**Run 1: signal wires on met1**

The bar under the picture is 20 um long. Supply wires on this layer in gray.
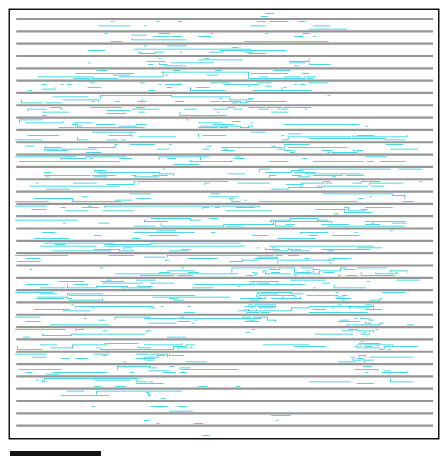
**Run 1: the metal 2 layer**

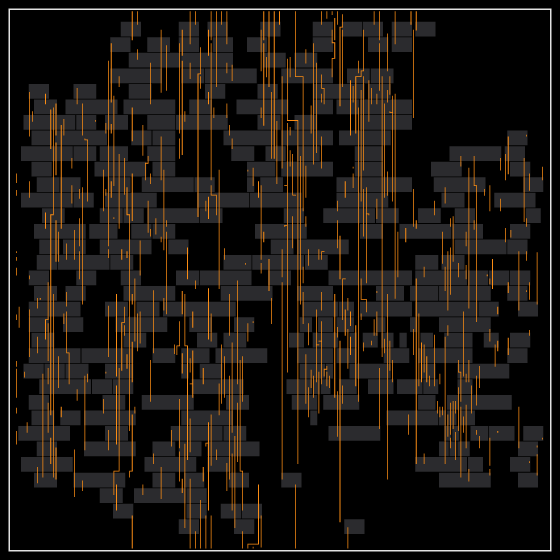
**Run 1: M3 wires**

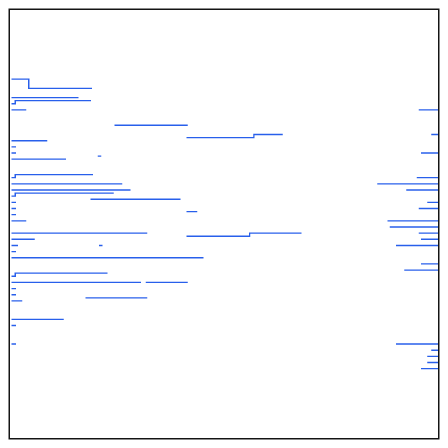
[src/rtl/tpu_load_ctrl.sv]
// tpu_load_ctrl: captures a 2x2 weight matrix and a 2x2 input matrix from the
// host byte stream, then runs a fixed-length compute/readout window by driving
// en and mmu_cycle toward the MMU feeder. Held weights may be reused so the
// host only needs to resend the input matrix.
module tpu_load_ctrl #(
  parameter int LAST_CYCLE = 5
) (
  input  logic       clk,
  input  logic       rst,
  input  logic       in_valid,
  input  logic [7:0] in_data,
  input  logic       keep_weights,
  output logic [7:0] weight0,
  output logic [7:0] weight1,
  output logic [7:0] weight2,
  output logic [7:0] weight3,
  output logic [7:0] input0,
  output logic [7:0] input1,
  output logic [7:0] input2,
  output logic [7:0] input3,
  output logic       en,
  output logic [2:0] mmu_cycle,
  output logic       busy,
  output logic       load_err
);

  localparam logic [2:0] LAST = 3'(LAST_CYCLE);

  typedef enum logic {LOAD, COMPUTE} state_t;

  state_t     state;
  logic [2:0] ptr;

  // The window is active exactly while en is high, so busy simply mirrors it.
  assign busy = en;

  // Load/compute sequencer: operand capture in LOAD, window counting in COMPUTE.
  always_ff @(posedge clk or posedge rst) begin
    if (rst) begin
      state     <= LOAD;
      ptr       <= 3'd0;
      en        <= 1'b0;
      mmu_cycle <= 3'd0;
      load_err  <= 1'b0;
      weight0   <= 8'd0;
      weight1   <= 8'd0;
      weight2   <= 8'd0;
      weight3   <= 8'd0;
      input0    <= 8'd0;
      input1    <= 8'd0;
      input2    <= 8'd0;
      input3    <= 8'd0;
    end else begin
      case (state)
        LOAD: begin
          if (in_valid) begin
            if (ptr == 3'd0 && keep_weights) begin
              // Weight reuse: first byte is input0, skip straight to input1.
              input0 <= in_data;
              ptr    <= 3'd5;
            end else begin
              case (ptr)
                3'd0: weight0 <= in_data;
                3'd1: weight1 <= in_data;
                3'd2: weight2 <= in_data;
                3'd3: weight3 <= in_data;
                3'd4: input0  <= in_data;
                3'd5: input1  <= in_data;
                3'd6: input2  <= in_data;
                default: input3 <= in_data;
              endcase
              if (ptr == 3'd7) begin
                ptr       <= 3'd0;
                state     <= COMPUTE;
                en        <= 1'b1;
                mmu_cycle <= 3'd0;
              end else begin
                ptr <= ptr + 3'd1;
              end
            end
          end
        end
        COMPUTE: begin
          // Operands are frozen during the window; any host byte is dropped.
          if (in_valid) begin
            load_err <= 1'b1;
          end
          if (mmu_cycle == LAST) begin
            en        <= 1'b0;
            mmu_cycle <= 3'd0;
            state     <= LOAD;
          end else begin
            mmu_cycle <= mmu_cycle + 3'd1;
          end
        end
        default: state <= LOAD;
      endcase
    end
  end

endmodule

[config.mk]
export PLATFORM = sky130hd
export DESIGN_NAME = tpu_load_ctrl
export DESIGN_NICKNAME = d
export VERILOG_FILES = /design/src/rtl/tpu_load_ctrl.sv
export SDC_FILE = /design/constraint.sdc
export NUM_CORES = 1
export LEC_CHECK = 0
export CAP_MARGIN = 20
export CORE_UTILIZATION = 35
export DETAILED_ROUTE_END_ITERATION = 10
export HOLD_SLACK_MARGIN = 0.1
export SETUP_SLACK_MARGIN = 0.4
export SYNTH_ARGS = -nofsm -noshare
export SYNTH_HDL_FRONTEND = slang
export SYNTH_SLANG_ARGS = --single-unit
export TNS_END_PERCENT = 100
[constraint.sdc]
create_clock -name clk -period 2.3 [get_ports clk]
set_input_delay 0.23 -clock clk [delete_from_list [all_inputs] [get_ports clk]]
set_output_delay 0.23 -clock clk [all_outputs]
set_load 0.05 [all_outputs]
==> results.json, run 1 <==
{
  "synth_area_um2": 2993,
  "yosys_cells": 188,
  "clkSinkCount": 73,
  "antenna_found_initial": 0,
  "die_w_um": 94.47,
  "worstMarginPinSlew_ps": 542.7,
  "first_pass_iters": 3,
  "core-area_um2": 8258,
  "place_ws_ps": 259.8,
  "crit_end": "mmu_cycle[2]",
  "status": "complete, no violations",
  "die_area_um2": 8925,
  "drtIter0Drc": 56,
  "ff2ff_setup_slack_ps": 530,
  "hpwl_um": 4385,
  "fin_crit_sh_pct": 78.68,
  "syn_avg_cell_area_um2": 15.92,
  "crit-reg2reg-capture": "input3[4]",
  "nClkBuffers": 14,
  "dpl_cell_area_um2": 3897,
  "top_layer_used": "met4",
  "mux_share_pct": 24.46,
  "track_usage_pct": 15.96,
  "layout_top_cells": "80 x clkdlybuf4s50_1, 72 x dfrtp_1, 61 x mux2_2",
  "grt_max_degree": 74,
  "sh_seq_area_pct": 44.21,
  "grt-ovfl-total": 0,
  "crit_path_top_delay_cell": "clkdlybuf4s50_1",
  "area_delta_synth_final_pct": 38.17,
  "clock_cell_area_share_pct": 5.023,
  "nonClkBufAreaFrac_pct": 20.70,
  "ys_types": 30,
  "flop_area_um2": 1828,
  "dp_cells": 371,
  "max_freq_mhz": 552.6,
  "ys_area_um2": 2993,
  "io_buffers": 81,
  "cts_setup_buffers": 0,
  "postRouteAntennaNets": 0,
  "ios": 82,
  "vias_per_cell": 4.793,
  "final-hold-violation-count": 0,
  "biggestCellCategory": "registers",
  "top_logic_kind": "multiplexers",
  "critPathMaxFanout": 6,
  "clockBufferDepth": 2,
  "ys_seq_share_pct": 61.04,
  "crit_required_ps": 2070,
  "clock_skew_ps": 4.007,
  "async_reset_ff_share_pct": 100.0,
  "finalMaxSlewViolations": 0,
  "met2WireLength_um": 2869,
  "sh_comb_area_pct": 26.44,
  "dieHeight_um": 94.47,
  "initial_utilization_pct": 36.24,
  "nFillCells": 736,
  "first_global_vias": 1927,
  "comb_cells": 104,
  "setup_tns_ps": 0,
  "n_tap_cell": 105,
  "diodes": 0,
  "synth_cells": 188
}
Notes on 'signal wires on met1' above:
The layer holds 46% of the routed length. The layer carries 2980 um of wire.
GRT met1 Usage: 20.62%
Vias: 1855
total wire length: 6456 um

Notes on 'the metal 2 layer' above:
The longest straight run is 60.0 um. 278 nets have wire on it. The layer holds 44% of the routed length. The wires run mostly vertical.
Global Route met2 Usage: 23.67%

Notes on 'M3 wires' above:
The layer holds 8.2% of the routed length. The longest straight run is 42.1 um.

==> run 1: registers in the layout (all words and copies together), names as in the netlist <==
name and flops:
load_err 1, weight2 8, weight3 8, busy 1, input3 8, state 1, weight1 8, input0 8
mmu_cycle 3, input2 8, weight0 8, input1 8, ptr 3
==> run 1: synthesized netlist by cell type (all sizes together), types with 2 or more instances <==
master / instances / share of area, %
nand2: 5 / 0.71
nor2: 3 / 0.38
a21o: 3 / 0.75
mux2: 64 / 24
and3: 2 / 0.42
buf: 7 / 2.8
inv: 4 / 0.50
ha: 6 / 2.5
o21ai: 2 / 0.33
nand3: 6 / 2.3
dfrtp: 73 / 61
nand3b: 2 / 0.92
==> run 1: timing repair <==
item / in CTS / in global routing
gates cloned: 0 / 0
pin swaps: 0 / 1
endpoints found under the setup margin: 14 / 33
gates resized: 0 / 7
## Run 2: what changed since run 1
Clock period 2.3 ns to 1.58 ns, I/O delays scaled along.
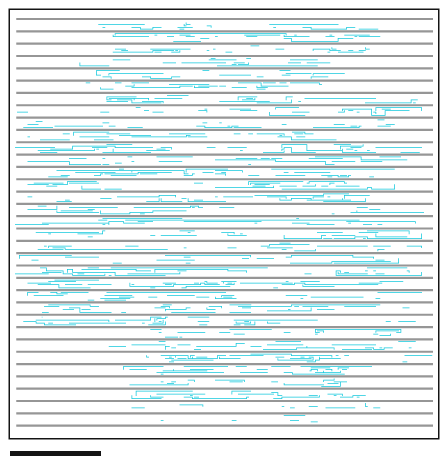
**Above:** run 2 (signal wires on met1).
The bar under the picture is 20 um long. Supply wires on this layer in gray.
total wire length: 6920 um
GRT met1 Usage: 22.22%
Vias: 1914

==> run 2 against run 1 <==
Compared with the run above: die size is the same; setup slack worse by 480 ps; area after synthesis stayed put; global-route usage up 0.46 points; sequential share of layout area is 2.3 points lower; synthesized cell count unchanged; non-clock buffer count grew 22; routed wire length grew 7.2%; clock skew grew 5.6 ps; largest cell class unchanged.
==> results.json, run 2 <==
{
  "yosys.area_share.aoi_pct": 2.174,
  "ys_types": 30,
  "finalMaxSlewViolations": 0,
  "io_buffers": 81,
  "slowest_delay_ps": 430,
  "fin_crit_sh_pct": 99.59,
  "layout_top_cells": "82 x buf_4, 70 x dfrtp_1, 41 x mux2_4",
  "hp-class": "in -> async",
  "antenna_found_initial": 0,
  "sh_comb_area_pct": 29.70,
  "core-area_um2": 8258,
  "ys_area_um2": 2993,
  "drtIter0Drc": 64,
  "dieHeight_um": 94.47,
  "crit_path_top_delay_cell": "dfrtp_2",
  "worstMarginPinSlew_ps": 412.1,
  "synth_area_um2": 2993,
  "cp_data_arrival_time_ps": 1810,
  "fin_crit_ps": 1573,
  "fin_cells": 409,
  "initial_utilization_pct": 36.24,
  "place_ws_ps": -143.2,
  "syn_avg_cell_area_um2": 15.92,
  "vias_per_cell": 4.680,
  "h-tree-depth": 3,
  "status": "complete, no violations",
  "n_tap_cell": 105,
  "yosys_cells": 188,
  "hold_ws_ps": 241.5,
  "synth_top_area_share_pct": 61.04,
  "setup_tns_ps": 0,
  "nonClkBufAreaFrac_pct": 20.60,
  "yosys-top-cells-count": "73 x dfrtp_1, 61 x mux2_2, 6 x ha_1",
  "grtUsageMet2_pct": 24.46,
  "first_pass_iters": 4,
  "top_logic_kind": "multiplexers",
  "dpl_cell_area_um2": 3943,
  "die_w_um": 94.47,
  "die_area_um2": 8925,
  "ios": 82,
  "clock_skew_ps": 9.607,
  "met2WireLength_um": 3193,
  "comb_cells": 104,
  "clock_cell_area_share_pct": 4.406,
  "top_layer_used": "met4",
  "grt-ovfl-total": 0,
  "dp_cells": 387,
  "clockBufferDepth": 2,
  "synth_xor_xnor_area_share_pct": 0.2926,
  "final-hold-violation-count": 0,
  "critPathMaxFanout": 8,
  "topCellsByArea": "dfrtp_1 61%, mux2_2 23%, ha_1 2.5%",
  "largest_area_cell": "dfrtp_1",
  "dr_wl_met3_um": 372,
  "synth_cells": 188,
  "diodes": 0,
  "clkSinkCount": 73,
  "biggestCellCategory": "registers",
  "nClkBuffers": 13,
  "first_global_vias": 1921,
  "grtUsageMet3_pct": 3.784,
  "crit_required_ps": 1810,
  "ys_seq_share_pct": 61.04,
  "hpwl_um": 4546,
  "path_buffers": 0,
  "area_delta_synth_final_pct": 46.11,
  "postRouteAntennaNets": 0,
  "grt_pass1_wl_um": 10630,
  "async_reset_ff_share_pct": 100.0,
  "max_freq_mhz": 635.5,
  "mux_share_pct": 24.46,
  "ys_seq_elements": 73,
  "grt_max_degree": 74,
  "synth.most_common_cell": "dfrtp_1",
  "sh_seq_area_pct": 41.86,
  "nFillCells": 737,
  "cts_hold_buffers": 0,
  "flop_area_um2": 1831,
  "warning_count": 33,
  "track_usage_pct": 16.43
}
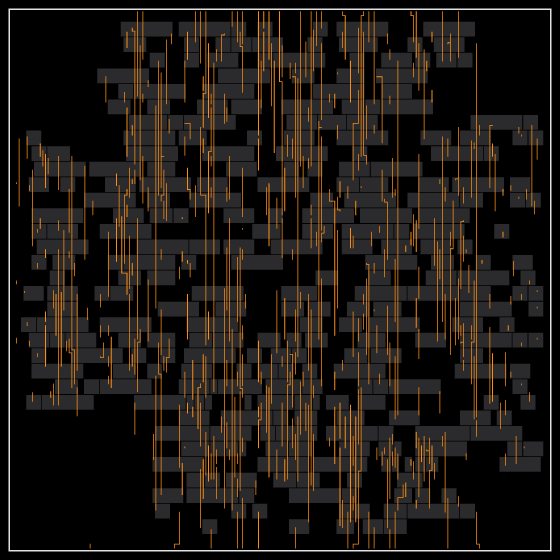
**Above:** run 2 (the metal 2 layer).
The layer holds 46% of the routed length. The wires run mostly vertical. The longest straight run is 65.3 um.

-- run 2: cell types whose count changed in the layout (fill, tap and decap cells not counted), moves of 3 or more --
cell,before,now
clkdlybuf4s50_1,80,11
mux2_2,61,23
buf_6,0,12
ha_1,6,1
ha_2,0,3
mux2_4,3,41
buf_4,3,82
-- run 2: worst paths after layout --
path | cells past startpoint | end | from | slack (ps)
min | 3 | input1[2] | rst | 240
max in group asynchronous | 3 | input0[2] | rst | 990
max reg2reg | 5 | input3[1] | ptr[0] | 7
min in group clk | 2 | load_err | in_valid | 460
min reg2reg | 1 | load_err | load_err | 460
max | 5 | input3[1] | ptr[0] | 7
-- run 2: timing repair --
action                                  4_1_cts  5_1_grt
cloned                                        0        0
gates resized                                45        6
endpoints found under the setup margin       71       74
pin swaps                                     3        1
buffers inserted                              4        2
